`src/rtl/satd_block_loader_if.sv`:
```
// Row-beat input and block output bundle of the SATD block loader.
interface satd_block_loader_if #(
  parameter int unsigned WIDTH      = 8,
  parameter int unsigned SAMPLES    = 8,
  parameter int unsigned ITERATIONS = 7
);
  localparam int unsigned ROW_W = WIDTH * SAMPLES;
  localparam int unsigned BLK_W = ROW_W * (ITERATIONS + 1);

  logic             in_valid;
  logic             in_ready;
  logic             in_sof;
  logic [ROW_W-1:0] in_org;
  logic [ROW_W-1:0] in_cur;
  logic             blk_valid;
  logic             blk_ready;
  logic [BLK_W-1:0] blk_org;
  logic [BLK_W-1:0] blk_cur;
  logic             err_align;

  // Producer of row beats and consumer of blocks.
  modport master (
    output in_valid, in_sof, in_org, in_cur, blk_ready,
    input  in_ready, blk_valid, blk_org, blk_cur, err_align
  );

  // The loader itself.
  modport slave (
    input  in_valid, in_sof, in_org, in_cur, blk_ready,
    output in_ready, blk_valid, blk_org, blk_cur, err_align
  );
endinterface

```
`src/rtl/satd_block_loader.sv`:
```
// Double-buffered block assembler: gathers ITERATIONS+1 org/cur rows into one
// of two banks and holds each completed bank on the block bus until released.
module satd_block_loader #(
  parameter int unsigned WIDTH      = 8,
  parameter int unsigned SAMPLES    = 8,
  parameter int unsigned ITERATIONS = 7
) (
  input logic                clk,
  input logic                rst,
  satd_block_loader_if.slave bus
);
  localparam int unsigned ROW_W = WIDTH * SAMPLES;
  localparam int unsigned BLK_W = ROW_W * (ITERATIONS + 1);

  logic [1:0][BLK_W-1:0] org_bank;
  logic [1:0][BLK_W-1:0] cur_bank;
  logic                  wr_bank;
  logic                  rd_bank;
  logic [3:0]            wr_row;
  logic [1:0]            full;
  logic                  err_q;

  logic                  accept_c;
  logic                  release_c;
  logic [3:0]            row_c;
  logic                  last_c;
  logic [31:0]           base_c;
  logic [1:0]            full_c;

  // Handshake decode and target row of the current beat.
  always_comb begin
    accept_c  = bus.in_valid && !full[wr_bank];
    release_c = full[rd_bank] && bus.blk_ready;
    row_c     = bus.in_sof ? 4'd0 : wr_row;
    last_c    = (row_c == 4'(ITERATIONS));
    base_c    = 32'(row_c) * 32'(ROW_W);
  end

  // Bank occupancy: a release and a completing write never hit the same bank.
  always_comb begin
    full_c = full;
    if (release_c) full_c[rd_bank] = 1'b0;
    if (accept_c && last_c) full_c[wr_bank] = 1'b1;
  end

  // Row data capture into the write bank.
  always_ff @(posedge clk) begin
    if (rst) begin
      org_bank <= '0;
      cur_bank <= '0;
    end else if (accept_c) begin
      org_bank[wr_bank][base_c +: ROW_W] <= bus.in_org;
      cur_bank[wr_bank][base_c +: ROW_W] <= bus.in_cur;
    end
  end

  // Bank pointers, row counter, occupancy and sticky alignment error.
  always_ff @(posedge clk) begin
    if (rst) begin
      wr_bank <= 1'b0;
      rd_bank <= 1'b0;
      wr_row  <= '0;
      full    <= '0;
      err_q   <= 1'b0;
    end else begin
      full <= full_c;
      if (release_c) rd_bank <= ~rd_bank;
      if (accept_c) begin
        wr_row <= last_c ? 4'd0 : row_c + 4'd1;
        if (last_c) wr_bank <= ~wr_bank;
        if (bus.in_sof && (wr_row != 4'd0)) err_q <= 1'b1;
      end
    end
  end

  // Outputs come straight from registered state; no path from blk_ready or in_valid.
  assign bus.in_ready  = !full[wr_bank];
  assign bus.blk_valid = full[rd_bank];
  assign bus.blk_org   = org_bank[rd_bank];
  assign bus.blk_cur   = cur_bank[rd_bank];
  assign bus.err_align = err_q;
endmodule

```
`src/flat_wrapper.sv`:
```
// flat-port wrapper written by rule: the top's interface ports become plain ports
module satd_block_loader_flat 
#(
  parameter int unsigned WIDTH      = 8,
  parameter int unsigned SAMPLES    = 8,
  parameter int unsigned ITERATIONS = 7
)
  (clk, rst, bus_in_valid, bus_in_sof, bus_in_org, bus_in_cur, bus_blk_ready, bus_in_ready, bus_blk_valid, bus_blk_org, bus_blk_cur, bus_err_align);
  satd_block_loader_if #(.WIDTH(WIDTH), .SAMPLES(SAMPLES), .ITERATIONS(ITERATIONS)) bus_i ();
  input logic clk;
  input logic rst;
  input wire logic [$bits(bus_i.in_valid)-1:0] bus_in_valid;
  input wire logic [$bits(bus_i.in_sof)-1:0] bus_in_sof;
  input wire logic [$bits(bus_i.in_org)-1:0] bus_in_org;
  input wire logic [$bits(bus_i.in_cur)-1:0] bus_in_cur;
  input wire logic [$bits(bus_i.blk_ready)-1:0] bus_blk_ready;
  output wire logic [$bits(bus_i.in_ready)-1:0] bus_in_ready;
  output wire logic [$bits(bus_i.blk_valid)-1:0] bus_blk_valid;
  output wire logic [$bits(bus_i.blk_org)-1:0] bus_blk_org;
  output wire logic [$bits(bus_i.blk_cur)-1:0] bus_blk_cur;
  output wire logic [$bits(bus_i.err_align)-1:0] bus_err_align;
  assign bus_i.in_valid = bus_in_valid;
  assign bus_i.in_sof = bus_in_sof;
  assign bus_i.in_org = bus_in_org;
  assign bus_i.in_cur = bus_in_cur;
  assign bus_i.blk_ready = bus_blk_ready;
  assign bus_in_ready = bus_i.in_ready;
  assign bus_blk_valid = bus_i.blk_valid;
  assign bus_blk_org = bus_i.blk_org;
  assign bus_blk_cur = bus_i.blk_cur;
  assign bus_err_align = bus_i.err_align;
  satd_block_loader #(.WIDTH(WIDTH), .SAMPLES(SAMPLES), .ITERATIONS(ITERATIONS)) u_core (.clk(clk), .rst(rst), .bus(bus_i));
endmodule
```
`config.mk`:
```
export PLATFORM = sky130hd
export DESIGN_NAME = satd_block_loader_flat
export DESIGN_NICKNAME = d
export VERILOG_FILES = /design/src/rtl/satd_block_loader_if.sv /design/src/rtl/satd_block_loader.sv /design/src/flat_wrapper.sv
export SDC_FILE = /design/constraint.sdc
export NUM_CORES = 2
export LEC_CHECK = 0
export ABC_CLOCK_PERIOD_IN_PS = 4019
export CAP_MARGIN = 20
export CORE_AREA = 2 2 449 451
export DETAILED_ROUTE_END_ITERATION = 16
export DIE_AREA = 0 0 451 453
export HOLD_SLACK_MARGIN = 0.15
export PLACE_DENSITY = 0.7
export SLEW_MARGIN = 20
export SYNTH_ARGS = -nofsm -noshare
export SYNTH_HDL_FRONTEND = slang
export SYNTH_SLANG_ARGS = --single-unit
```
`constraint.sdc`:
```
create_clock -name clk -period 4.02 [get_ports clk]
set_clock_uncertainty 0.2 [all_clocks]
set_input_delay 0.804 -clock clk [delete_from_list [all_inputs] [get_ports clk]]
set_output_delay 0.804 -clock clk [all_outputs]
set_load 0.03 [all_outputs]
```
Metal layers overlaid:
Scale bar: 100 um. Two of the layers only.
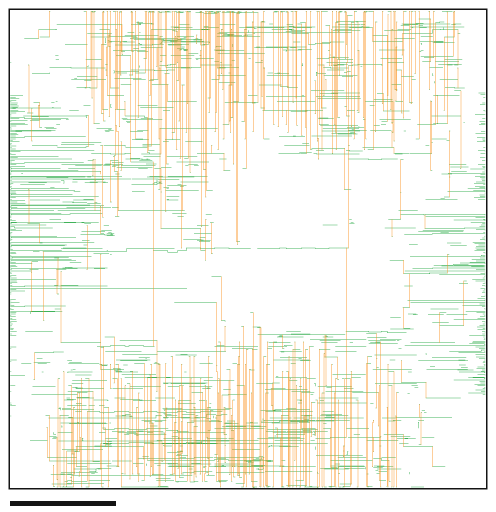
colour	layer	wire length
orange	M4	28.3 mm
green	M3	22.1 mm
total number of vias: 72810
GRT Resource Usage Total: 0.3052
post-DR wirelength/cell: 24.51 um
wirelength, routed: 326300 um

Routed clock nets over the placement:
Scale bar: 100 um.
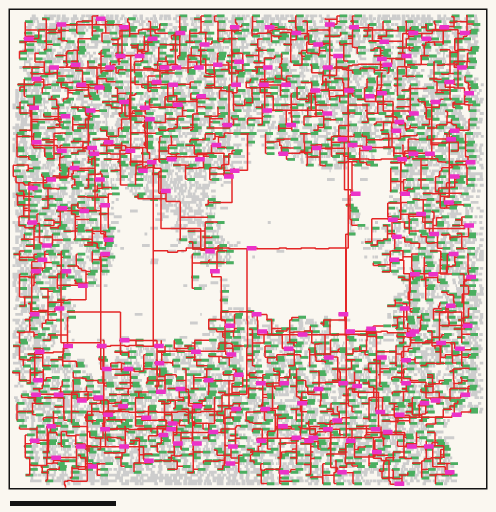
[red] clock wires | length: 25.3 mm
[magenta] clock-net drivers | count: 213
[green] flip-flops | count: 2057
routed clock nets	214
clock share of power: 0.470
Clock group: 20.1 mW

==> flow_summary_export.csv <==
group,metric,value,unit
cells_and_area,lay_top_cells,"nand2_1, dfxtp_1, nand2b_1, a21oi_1",
final_timing,hold_ws,0.2501,ns
synthesis,xor_area_frac,0.0001984,
final_timing,post-route-period-util,0.9838,
synthesis,yosysMostFrequentCell,"nand2_1",
cts,clkSinkCount,2057,
synthesis,ys_async_sr_fraction,0,
placement,globalplace.congestion,0.8937,
placement,hpwl,228300,um
cts,cts_tree,"yes",
route,first_pass_iters,9,
final_timing,setup_slack,0.06525,ns
cells_and_area,comb_area,0.04366,mm^2
worst_setup_path,r2r-start,"u_core.wr_row[0]",
route,drc_errors,0,
final_timing,setup_viol,0,
power_and_ir_drop,pwr-share-comb,0.050,
worst_setup_path,startpoint,"u_core.rd_bank",
worst_setup_path,path_cells,"buf_12 > buf_16 > mux2_2 > clkdlybuf4s50_1",
cells_and_area,seq_cells,2057,
cells_and_area,fin_cells,13320,
cells_and_area,comb_cells,6631,
grt,grt_use_met3,0.05370,
route,avgViaCountPerCell,5.467,
floorplan,dieArea,0.2043,mm^2
synthesis,synthAdderAreaFrac,0.0004252,
worst_setup_path,cp_top_family,"buffers and inverters",
worst_setup_path,cp_num_buf_inv,3,
cells_and_area,stdcell_area,0.1114,mm^2
synthesis,area_leaders,"dfxtp_1, mux2_2, mux2i_1",
power_and_ir_drop,power.density,384.3,mW/mm^2
cells_and_area,inverters,5,
final_timing,hold_violations,0,
synthesis,yosysCellCount,9552,
grt,antenna_found_initial,16,
power_and_ir_drop,powerSeq,20.5,mW
cts,htreeDepth,4,
cells_and_area,reg_top3,"u_core.cur_bank: 1024 flops, u_core.org_bank: 1024 flops, u_core.wr_row: 4 flops",
cts,cts_buffer_depth,3,
cells_and_area,final_core_util,0.5590,
floorplan,core_util_floorplan,0.4430,
power_and_ir_drop,maxPowerGroup,"sequential cells",
floorplan,coreArea,0.1992,mm^2
power_and_ir_drop,sw_frac_of_total,0.2354,
power_and_ir_drop,total_power,42.80,mW
cells_and_area,layout-drive-gt1-share,0.1783,
worst_hold_path,holdCritStartpoint,"u_core.org_bank[499]",
cells_and_area,area_growth,26.17,%
final_timing,max_freq,252.9,MHz
run_status,outcome,"finished, final reports clean",
synthesis,edf_count,0,
synthesis,syn_inst,9552,
final_timing,tightest_slew,1.092,ns
floorplan,taps,2656,
worst_setup_path,crit_cells,4,
synthesis,ff_type,"dfxtp_1",
cells_and_area,diodes,7,
worst_setup_path,worstSetupEndpoint,"bus_blk_org[177]",
synthesis,aoi_share,0.06119,
cts,path_clk_slew,0.07,ns
grt,grt_pass1_vias,72020,
grt,grtUsageMet2,0.4760,
final_timing,period_minus_slack,3.955,ns
cells_and_area,layout_top_cell,"nand2_1",
Power is estimated from default activity; no workload was simulated.
